Figure 1. Sizing map (run 1).
The bar under the picture is 20 um long.
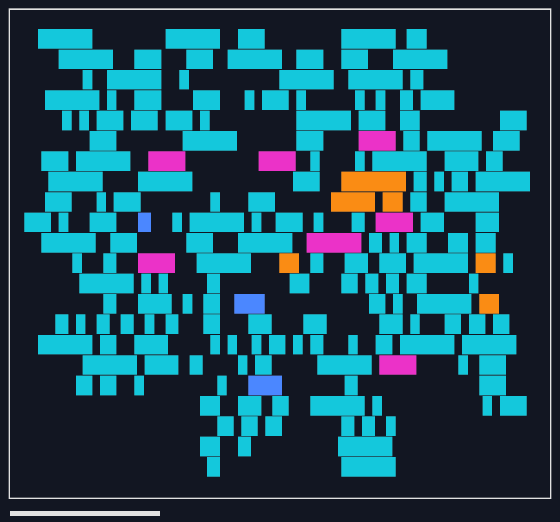
Figure 2. Wiring by layer (run 1).
The bar under the picture is 20 um long.
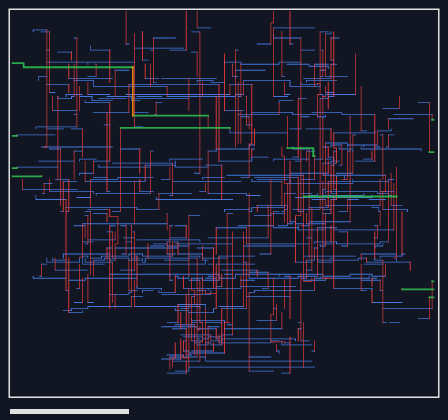
Figure 3. Clock nets (run 1).
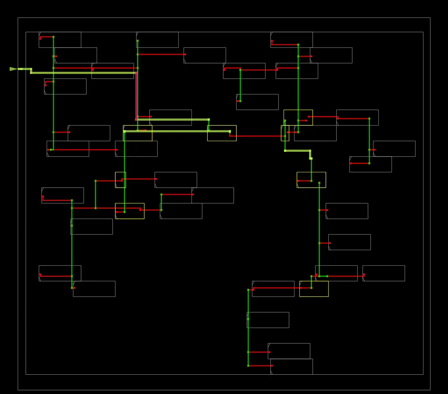
`src/rtl/uart_rx_drv.sv`:
```
// uart_rx_drv: UART 8N1 receiver feeding the tester FSM.
// Synchronizes the async serial line, samples each bit at mid-bit, checks the
// stop bit and presents each good byte with a one-cycle valid strobe.
// Optional feature macro: UART_RX_MAJORITY_EN (3-sample majority vote on the
// synchronized line, sample point moved one cycle later).
module uart_rx_drv #(
    parameter int CLKS_PER_BIT = 234
) (
    input  logic       in_clk,
    input  logic       in_rst_n,
    input  logic       in_rx,
    output logic [7:0] out_data,
    output logic       out_valid,
    output logic       out_frame_err,
    output logic       out_busy
);

    localparam int HALF_BIT = CLKS_PER_BIT / 2;
    localparam int CNT_W    = $clog2(CLKS_PER_BIT);
`ifdef UART_RX_MAJORITY_EN
    localparam int START_LAST = HALF_BIT;
`else
    localparam int START_LAST = HALF_BIT - 1;
`endif
    localparam logic [CNT_W-1:0] START_END = CNT_W'(START_LAST);
    localparam logic [CNT_W-1:0] BIT_END   = CNT_W'(CLKS_PER_BIT - 1);

    typedef enum logic [1:0] {
        IDLE,
        START,
        DATA,
        STOP
    } state_t;

    state_t           state, state_n;
    logic [CNT_W-1:0] cnt, cnt_n;
    logic [2:0]       idx, idx_n;
    logic [7:0]       sh, sh_n;
    logic             armed, armed_n;
    logic [7:0]       data_n;
    logic             valid_n;
    logic             ferr_n;
    logic             rx_meta;
    logic             rx_s;
    logic             smp;

    // Two-flop synchronizer bringing the async line into the clock domain.
    always_ff @(posedge in_clk) begin
        if (!in_rst_n) begin
            rx_meta <= 1'b1;
            rx_s    <= 1'b1;
        end else begin
            rx_meta <= in_rx;
            rx_s    <= rx_meta;
        end
    end

`ifdef UART_RX_MAJORITY_EN
    logic [1:0] rx_hist;

    // History of the two previous synchronized samples for the majority vote.
    always_ff @(posedge in_clk) begin
        if (!in_rst_n) begin
            rx_hist <= 2'b11;
        end else begin
            rx_hist <= {rx_hist[0], rx_s};
        end
    end

    assign smp = (rx_s & rx_hist[0]) | (rx_s & rx_hist[1]) | (rx_hist[0] & rx_hist[1]);
`else
    assign smp = rx_s;
`endif

    // State and datapath registers; a reset mid-frame discards the partial byte.
    always_ff @(posedge in_clk) begin
        if (!in_rst_n) begin
            state         <= IDLE;
            cnt           <= '0;
            idx           <= '0;
            sh            <= '0;
            armed         <= 1'b1;
            out_data      <= '0;
            out_valid     <= 1'b0;
            out_frame_err <= 1'b0;
        end else begin
            state         <= state_n;
            cnt           <= cnt_n;
            idx           <= idx_n;
            sh            <= sh_n;
            armed         <= armed_n;
            out_data      <= data_n;
            out_valid     <= valid_n;
            out_frame_err <= ferr_n;
        end
    end

    // Frame sequencing: start check at half bit, then one sample per bit period.
    always_comb begin
        state_n = state;
        cnt_n   = cnt;
        idx_n   = idx;
        sh_n    = sh;
        armed_n = armed;
        data_n  = out_data;
        valid_n = 1'b0;
        ferr_n  = 1'b0;
        case (state)
            IDLE: begin
                if (rx_s) begin
                    armed_n = 1'b1;
                end
                if (armed && !rx_s) begin
                    state_n = START;
                    cnt_n   = '0;
                end
            end
            START: begin
                if (cnt == START_END) begin
                    cnt_n   = '0;
                    idx_n   = '0;
                    state_n = smp ? IDLE : DATA;
                end else begin
                    cnt_n = cnt + 1'b1;
                end
            end
            DATA: begin
                if (cnt == BIT_END) begin
                    cnt_n = '0;
                    sh_n  = {smp, sh[7:1]};
                    idx_n = idx + 3'd1;
                    if (idx == 3'd7) begin
                        state_n = STOP;
                    end
                end else begin
                    cnt_n = cnt + 1'b1;
                end
            end
            STOP: begin
                if (cnt == BIT_END) begin
                    cnt_n   = '0;
                    state_n = IDLE;
                    if (smp) begin
                        data_n  = sh;
                        valid_n = 1'b1;
                    end else begin
                        ferr_n  = 1'b1;
                        armed_n = 1'b0;
                    end
                end else begin
                    cnt_n = cnt + 1'b1;
                end
            end
            default: begin
                state_n = IDLE;
            end
        endcase
    end

    assign out_busy = (state != IDLE);

endmodule

```
`config.mk`:
```
export PLATFORM = sky130hd
export DESIGN_NAME = uart_rx_drv
export DESIGN_NICKNAME = d
export VERILOG_FILES = /design/src/rtl/uart_rx_drv.sv
export SDC_FILE = /design/constraint.sdc
export NUM_CORES = 1
export LEC_CHECK = 0
export ABC_CLOCK_PERIOD_IN_PS = 2200
export CAP_MARGIN = 30
export CELL_PAD_IN_SITES_DETAIL_PLACEMENT = 1
export CELL_PAD_IN_SITES_GLOBAL_PLACEMENT = 2
export CORE_ASPECT_RATIO = 0.9
export CORE_MARGIN = 1
export CORE_UTILIZATION = 35
export DETAILED_ROUTE_END_ITERATION = 12
export PLACE_DENSITY_LB_ADDON = 0.3
export SETUP_SLACK_MARGIN = 0.1
export SLEW_MARGIN = 20
export SYNTH_ARGS = -nofsm -noshare
export SYNTH_HDL_FRONTEND = slang
export SYNTH_SLANG_ARGS = --single-unit
```
`constraint.sdc`:
```
create_clock -name in_clk -period 2.2 [get_ports in_clk]
set_input_delay 0.55 -clock in_clk [delete_from_list [all_inputs] [get_ports in_clk]]
set_output_delay 0.55 -clock in_clk [all_outputs]
set_load 0.005 [all_outputs]
```
==> deck_impl_summary.md, run 1 <==
Flow Results at a Glance

Timing
  • Final slew viol count: 0
  • Max-slew headroom: 65.16%
  • Hold Vio Cnt, Final: 0

Status
  • Status: finished, final reports clean

Pwr
  • Flop pwr share: 55.5%
  • Leak Pwr: 0.6338 nW

Clock tree
  • Postcts setup bufs: 0
  • Clock transition at the registers of the reported paths: 0.07 ns
  • Longest Clk Path Bufs: 2
  • Post-CTS sizing: 0

Place
  • Port buffer count: 13
  • Routability cong.: 0.7498

Setup path
  • Worst Path Buf+Inv: 0
  • CP max stage delay: 0.53 ns
  • Startpoint Class: flop
  • Critical Path Fanout Max: 8

Drt
  • DRT iter0 DRCs: 53
  • Post-DR vias/cell: 5.106

Final layout
  • Highest-count logic cell in the final layout: dfxtp_1
  • Most numerous logic cells after layout: 34 x dfxtp_1, 22 x nor2_1, 17 x mux2i_1, 15 x nand2_1, 13 x clkdlybuf4s50_1

Logic synthesis
  • Mean post-synth cell area: 9.205 um^2
  • Post-synth EDFFs: 0

Min path
  • Hold WC Path Type: reg2reg
-- Figure 1 (at the start) --
[x6 and larger] magenta | cells: 7 | most used: clkbuf_8
[x1 and smaller] cyan | cells: 170 | most used: dfxtp_1
[x3 and x4] orange | cells: 6 | most used: buf_4
[x2] blue | cells: 3
post-route setup slack: 0.3136 ns
cell area after layout: 0.001848 mm^2
area grow syn2layout: 19.50%
bufs w/o clock: 18

-- Figure 2 (at the start) --
[M1] blue | wire length: 1,710 um
[M4] orange | wire length: 8.20 um
[M3] green | wire length: 86.9 um
[M2] red | wire length: 1,480 um
routed len/inst: 13.33 um
All-Layer GR Usage: 15.90%
Via Count: 1,256

-- Figure 3 (at the start) --
Worst-Skew Late Latency: 0.27 ns
Fin Clk Skew: 0.002557 ns
clock sink count: 34
clock network power: 0.000456 W
CTS buffer count: 5

-- run 1: flip-flops by register name, indices dropped and copies added, names as in the netlist, named ones only --
signal,count
idx,3
sh,8
armed,1
out_data,8
state,1
out_valid,1
rx_meta,1
rx_s,1
cnt,8
out_frame_err,1
-- run 1: per-layer routing --
layer / vias up / share of wire (%)
met5: - / 0
met4: 0 / 0.24
met3: 2 / 2.6
met2: 15 / 45
met1: 611 / 52
li1: 628 / -
-- run 1: kinds of logic (layout without fill, tap and decap cells) --
logic type | Yosys count | after routing | share of synthesized area [%]
AND-OR/OR-AND | 31 | 31 | 12.78
AND/OR/NAND/NOR | 69 | 69 | 24.27
adder cells (fa/ha/maj) | 5 | 5 | 4.045
flip-flops | 34 | 34 | 44.01
multiplexers | 17 | 17 | 11.00
buffers and inverters | 12 | 30 | 3.883
-- run 1: power groups by stage --
| stage | Combinational, W | Clock [W] | Sequential (W) |
|---|---|---|---|
| 3_5_place_dp | 0.0000447 | 0 | 0.000637 |
| 3_3_place_gp | 0.0000435 | 0 | 0.000637 |
| 4_1_cts | 0.0000449 | 0.000473 | 0.000623 |
| 6_report | 0.0000445 | 0.000456 | 0.000623 |
| 5_1_grt | 0.0000494 | 0.000499 | 0.000624 |
| 2_1_floorplan | 0.0000249 | 0 | 0.000636 |
-- run 1: final timing paths --
| check | slack, ns | endpoint | startpoint |
|---|---|---|---|
| setup / recovery | 0.31 | out_data[5]$_SDFFE_PN0P_ | cnt[3]$_SDFFE_PN0P_ |
| hold / removal | 0.42 | rx_s$_SDFF_PN1_ | rx_meta$_SDFF_PN1_ |
| setup reg to reg | 0.31 | out_data[5]$_SDFFE_PN0P_ | cnt[3]$_SDFFE_PN0P_ |
| hold reg to reg | 0.42 | rx_s$_SDFF_PN1_ | rx_meta$_SDFF_PN1_ |
-- run 1: through the flow --
step	std cells	hold slack (ns)	utilization (%)	instance area, um^2
floorplan	168	0.3863	-	1546
global placement	238	0.4024	42.26	1757
detailed placement	238	0.4049	42.26	1757
CTS	246	0.4253	44.46	1848
global route	246	0.4546	44.46	1848
finish	246	0.4199	44.46	1848
-- run 1: cell type report --
cell class	instances	area, um^2
clock inverters	1	5.005
flip-flops and latches	34	680.7
inverters	4	15.01
multi-input cells	122	805.8
clock buffers	7	86.33
repair buffers	18	180.2
well taps	60	75.07
fillers	488	2308
-- run 1: cell usage after synthesis (3+ instances only) --
cell,instances
o22ai_1,7
dfxtp_1,34
nand2b_1,5
o21a_1,4
and2_1,3
a21oi_1,11
mux2i_1,17
nand3_1,4
inv_1,4
clkbuf_1,4
nand2_1,15
nor2_1,22
ha_1,5
nor3_1,6
-- run 1: worst reg2reg max path, delay by kind of cell (launching register included) --
family	cells	cell delay (ns)
muxes	1	0.26
DFF	1	0.42
and+or+nand+nor	3	1.12
==> run 2, diff against run 1 <==
- ABC_CLOCK_PERIOD_IN_PS: 2200 -> 1560
- CORE_ASPECT_RATIO: 0.9 -> 0.75
- CORE_UTILIZATION: 35 -> 31
- CTS_CLUSTER_SIZE: unset -> 28
- clock period: 2.2 -> 1.56 ns (I/O delays scaled with it)
Figure 4. Wiring by layer (run 2).
The bar under the picture is 20 um long.
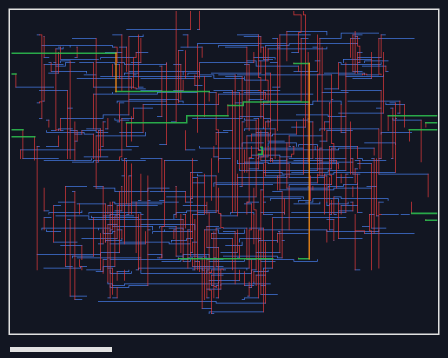
[M2] red | wire length: 2,040 um
[M4] orange | wire length: 45.6 um
[M1] blue | wire length: 2,050 um
[M3] green | wire length: 133 um
final wirelength: 4.264 mm
Via Count: 1,371
All-Layer GR Usage: 17.38%

Figure 5. Nets reached from selected ports (run 2).
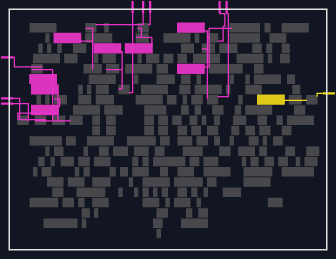
[`out_valid`] yellow | direction: output | end cells: 1 | buffers: 1 | wire: 9.20 um
[`out_data`] magenta | direction: output | end cells: 8 | buffers: 8 | wire: 246 um
port buffer count: 13
IO Pins: 14

==> run 2 against run 1 <==
The run now ends with negative setup slack left. Total power is 47% higher. Global-route usage up 1.5 points. Non-clock buffer count rose by 26. Count of clock-buffer cells in the layout stayed put. First-iteration DRC count shrank 19%. Highest routed layer unchanged. Fmax up 7.3%. Synthesized cell count stayed put. Largest cell class unchanged. Register-to-register slack got worse by 0.51 ns. Sequential cell count did not move. Worst setup slack worse by 0.51 ns.
==> deck_impl_summary.md, run 2 <==
Flow Results at a Glance

Timing
  • # setup viols final: 31
  • Max-slew headroom: 76.67% (+12 points)
  • Final slew viol count: 0 (unchanged)
  • Post-route setup slack: -0.1982 ns (-0.5119 ns)

Setup path
  • Crit Reg-Reg Startpoint: cnt[4]$_SDFFE_PN0P_
  • RR Endpoint: sh[7]$_SDFFE_PN0P_
  • CP max stage delay: 0.40 ns (-0.13 ns)

Pwr
  • Leak Pwr: 0.9374 nW (+48%)

Drt
  • DRT iter0 DRCs: 43 (-19%)
  • Post-DR vias/cell: 5.097 (-0.18%)
  • Routed len/inst: 15.85 um (+19%)

Min path
  • Worst Hold End: rx_s$_SDFF_PN1_

Status
  • Failing checks: negative setup slack
  • Status: complete, but fails checks

Logic synthesis
  • Top-count cell post-synth: dfxtp_1
  • Most frequent cells after synthesis: 34 x dfxtp_1, 22 x nor2_1, 17 x mux2i_1

Final layout
  • Highest-count logic cell in the final layout: dfxtp_1
  • Final Util: 47.97% (+3.5 points)

Place
  • Routability cong.: 0.7743 (+3.3%)

Clock tree
  • Worst-Skew Late Latency: 0.29 ns (+0.02 ns)
  • Clock transition at the registers of the reported paths: 0.07 ns (about the same)
-- run 2: cell types whose count changed in the layout (fill, tap and decap cells not counted), sizes merged --
cell	change
clkdlybuf4s15	+1
clkdlybuf4s50	-11
dlygate4sd2	+10
buf	+25
clkbuf	+1
-- run 2: worst max path at each step --
stage,from,endpoint,cells past startpoint
global route,cnt[4]$_SDFFE_PN0P_,sh[7]$_SDFFE_PN0P_,6
floorplan,cnt[4]$_SDFFE_PN0P_,sh[1]$_SDFFE_PN0P_,6
detailed placement,cnt[1]$_SDFFE_PN0P_,sh[7]$_SDFFE_PN0P_,7
CTS,cnt[4]$_SDFFE_PN0P_,sh[7]$_SDFFE_PN0P_,6
finish,cnt[4]$_SDFFE_PN0P_,sh[7]$_SDFFE_PN0P_,6
global placement,cnt[1]$_SDFFE_PN0P_,sh[3]$_SDFFE_PN0P_,7
-- run 2: worst reg2reg max path, cell delays in order, from the launching register on --
cell,delay [ns]
dfxtp_2,0.32
or3b_4,0.40
nor4b_4,0.33
buf_4,0.18
buf_12,0.12
mux2i_4,0.23
nor2_1,0.07
-- run 2: area by class of cell --
cell class                 count  area, um^2
fill                         519        2406
multi-input combinational    122       950.9
sequential                    34       693.2
timing repair buffer          44       396.6
clock buffer                   7       86.33
tap                           57       71.32
inverter                       4       15.01
clock inverter                 1       5.005
-- run 2: power groups by stage --
stage	clock (W)	combinational, W	sequential, W
after global routing	0.000745	0.0000973	0.000879
after floorplan	0	0.0000369	0.000897
after CTS	0.000710	0.0000839	0.000878
after detailed placement	0	0.0000767	0.000897
final	0.000684	0.0000885	0.000878
after global placement	0	0.0000748	0.000897
-- run 2: repair_timing --
action / CTS / global route
pin swaps: 12 / 12
setup buffers: 3 / 4
gates cloned: 1 / 0
gates resized: 38 / 13
setup endpoints to repair: 42 / 32
-- run 2: kinds of logic after synthesis --
logic type      share of synthesized area [%]
simple gates                            24.27
flops                                   44.01
compound gates                          12.78
mux                                     11.00
buf+inv                                 3.883
fa+ha+maj                               4.045
-- run 2: per-stage QoR --
stage	setup TNS [ns]	hold slack (ns)	cell area [um^2]
6_report	-3.990	0.4377	2218
5_1_grt	-5.939	0.4915	2218
4_1_cts	-1.451	0.4485	2142
3_5_place_dp	-1.827	0.4189	1916
3_3_place_gp	-0.6511	0.4003	1916
2_1_floorplan	-0.5550	0.3863	1564
-- run 2: layer usage --
| metal | share of wire, % | routed length (um) |
|---|---|---|
| met4 | 1.1 | 45 |
| met1 | 48 | 2046 |
| met5 | 0 | 0 |
| met2 | 48 | 2039 |
| met3 | 3.1 | 132 |
==> run 3, diff against run 2 <==
- ABC_AREA: unset -> 1
- CORE_UTILIZATION: 31 -> 30
Figure 6. Nets reached from selected ports (run 3).
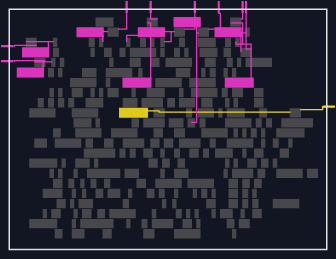
[`out_data`] magenta | direction: output | end cells: 8 | buffers: 8 | wire: 169 um
[`out_valid`] yellow | direction: output | end cells: 1 | buffers: 1 | wire: 47.0 um

Figure 7. Sequential cells grouped by signal name (run 3).
The bar under the picture is 20 um long. Other sequential cells in the stronger grey, the rest of the logic in the fainter grey.
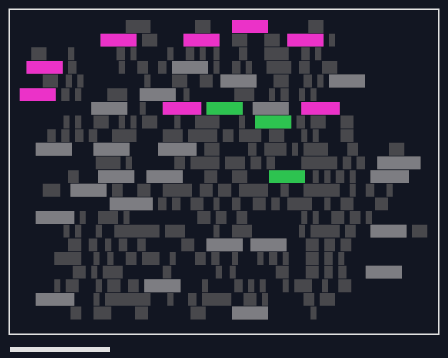
[`out_data`] magenta | flops: 8
[`idx`] green | flops: 3
not coloured: 23
Seq power: 0.000891 W
Seq area share: 32.14%
Reg area: 695.7 um^2
Final Util: 43.69%

==> run 3 against run 2 <==
The flow now finishes without violations. Core utilization fell by 4.3 points. Worst hold slack got worse by 0.020 ns. Wire length fell by 4.7%. Clock skew fell by 0.0035 ns. Total power rose by 15%. Combinational power rose to 2.6 times the previous value. Critical path depth rose by 4. Synthesized cell count rose by 15%. Worst setup slack improved by 0.28 ns. Fmax rose by 19%. Die size rose by 4.2%. Count of clock-buffer cells in the layout rose by 1. Largest power group unchanged.
==> deck_impl_summary.md, run 3 <==
Flow Results at a Glance

Global routing
  • All-Layer GR Usage: 16.10% (-1.3 points)
  • Pin count of the biggest net entering global routing: 15
  • Initial antenna violation count: 0

Timing
  • Max-slew headroom: 75.56% (-1.1 points)
  • Final slew viol count: 0 (unchanged)
  • Post-route setup slack: 0.08062 ns (+0.2788 ns)
  • # setup viols final: 0 (-100%)
  • Hold Slack: 0.4178 ns (-0.01983 ns)

Clock tree
  • Clk root buf: clkbuf_8
  • Clock transition at the registers of the reported paths: 0.07 ns (about the same)
  • CTS buffer count: 5
  • Worst-Skew Late Latency: 0.29 ns (about the same)
  • Clock sink count: 34

Place
  • Placed cell area: 0.001894 mm^2 (-1.1%)
  • Port buffer count: 13 (unchanged)
  • Routability cong.: 0.8146 (+5.2%)

Drt
  • Routed len/inst: 13.68 um (-14%)
  • Final wirelength: 4.064 mm (-4.7%)
  • Post-DR vias/cell: 4.717 (-7.4%)

Setup path
  • Crit Reg-Reg Startpoint: cnt[1]$_SDFFE_PN0P_
  • Arrival time worst endpoint: 1.66 ns
  • RR Endpoint: out_data[2]$_SDFFE_PN0P_
  • CP max stage delay: 0.32 ns (-0.08 ns)
  • Crit path capture: out_data[2]$_SDFFE_PN0P_

Logic synthesis
  • Ys cells: 193
  • Most frequent cells after synthesis: 52 x nand2_1, 34 x dfxtp_1, 22 x a21oi_1
  • Syn Nets: 201
  • Top-count cell post-synth: nand2_1
  • Post-synthesis instance total: 193

Pwr
  • Leak Pwr: 0.9066 nW (-3.3%)

Final layout
  • Highest-count logic cell in the final layout: nand2_1
  • Fillers: 577 (+11%)
  • Cell area after layout: 0.002165 mm^2 (-2.4%)

Floorplanning
  • IO Pins: 14 (unchanged)

Status
  • Status: finished, final reports clean
## run 3: cell types whose count changed after synthesis, moves of 7 or more
cell | previous run | this run
nand2_1 | 15 | 52
mux2i_1 | 17 | 0
a21oi_1 | 11 | 22
nor2_1 | 22 | 4
inv_1 | 4 | 17
o22ai_1 | 7 | 0
a21oi_2 | 0 | 7
## run 3: worst min path at each step
stage | from | endpoint | slack, ns | depth (start not counted)
after global placement | rx_meta$_SDFF_PN1_ | rx_s$_SDFF_PN1_ | 0.40 | 1
after floorplan | rx_meta$_SDFF_PN1_ | rx_s$_SDFF_PN1_ | 0.39 | 1
after detailed placement | rx_meta$_SDFF_PN1_ | rx_s$_SDFF_PN1_ | 0.40 | 1
after CTS | rx_meta$_SDFF_PN1_ | rx_s$_SDFF_PN1_ | 0.42 | 1
after global routing | rx_meta$_SDFF_PN1_ | rx_s$_SDFF_PN1_ | 0.45 | 1
final | rx_meta$_SDFF_PN1_ | rx_s$_SDFF_PN1_ | 0.42 | 1
## run 3: cell families (layout without fill, tap and decap cells)
kind of cell	after synthesis	in the layout	share of synthesized area, %
adder cells (fa/ha/maj)	5	5	4.006
AND-OR/OR-AND	45	45	18.43
flip-flops	34	34	43.59
AND/OR/NAND/NOR	82	82	26.12
buffers and inverters	27	71	7.851
## run 3: final cells by class
type | count | area, um^2 | area share (%)
clock buffers | 8 | 110.1 | 5.087
inverters | 24 | 112.6 | 5.202
multi-input cells | 132 | 840.8 | 38.84
flip-flops and latches | 34 | 695.7 | 32.14
well taps | 60 | 75.07 | 3.468
repair buffers | 39 | 330.3 | 15.26
## run 3: critical path, delay by kind of cell (launching register included)
| kind | cells | cell delay, ns |
|---|---|---|
| compound gates | 1 | 0.06 |
| buf+inv | 3 | 0.30 |
| simple gates | 5 | 0.54 |
| fa+ha+maj | 1 | 0.13 |
| flops | 1 | 0.32 |
## run 3: report_power, final
group	switching (W)	internal, W	total [W]
registers	0.00000969	0.000881	0.000891
logic	0.000135	0.0000981	0.000233
clock network	0.000327	0.000446	0.000773
total	0.000472	0.00142	0.00190
## run 3: layer usage
metal  wire length [um]  track usage, %  vias up
met3                111           4.204        7
met5                  0               0        -
met4                 46           5.625        0
met1               2169           22.35      658
li1                   -               -      717
met2               1737           24.19       19
## run 3: stage by stage
step	instances	TNS, ns
finish	297	0
global route	297	-0.1938
CTS	292	0
detailed placement	283	-0.04610
global placement	283	0
floorplan	193	0
## run 3: timing repair
| item | 4_1_cts | 5_1_grt |
|---|---|---|
| gates resized | 34 | 20 |
| buffers inserted | 1 | 5 |
| pin swaps | 8 | 9 |
| endpoints found under the setup margin | 30 | 24 |
No activity file was given, so power comes from the tool's default toggle rates.
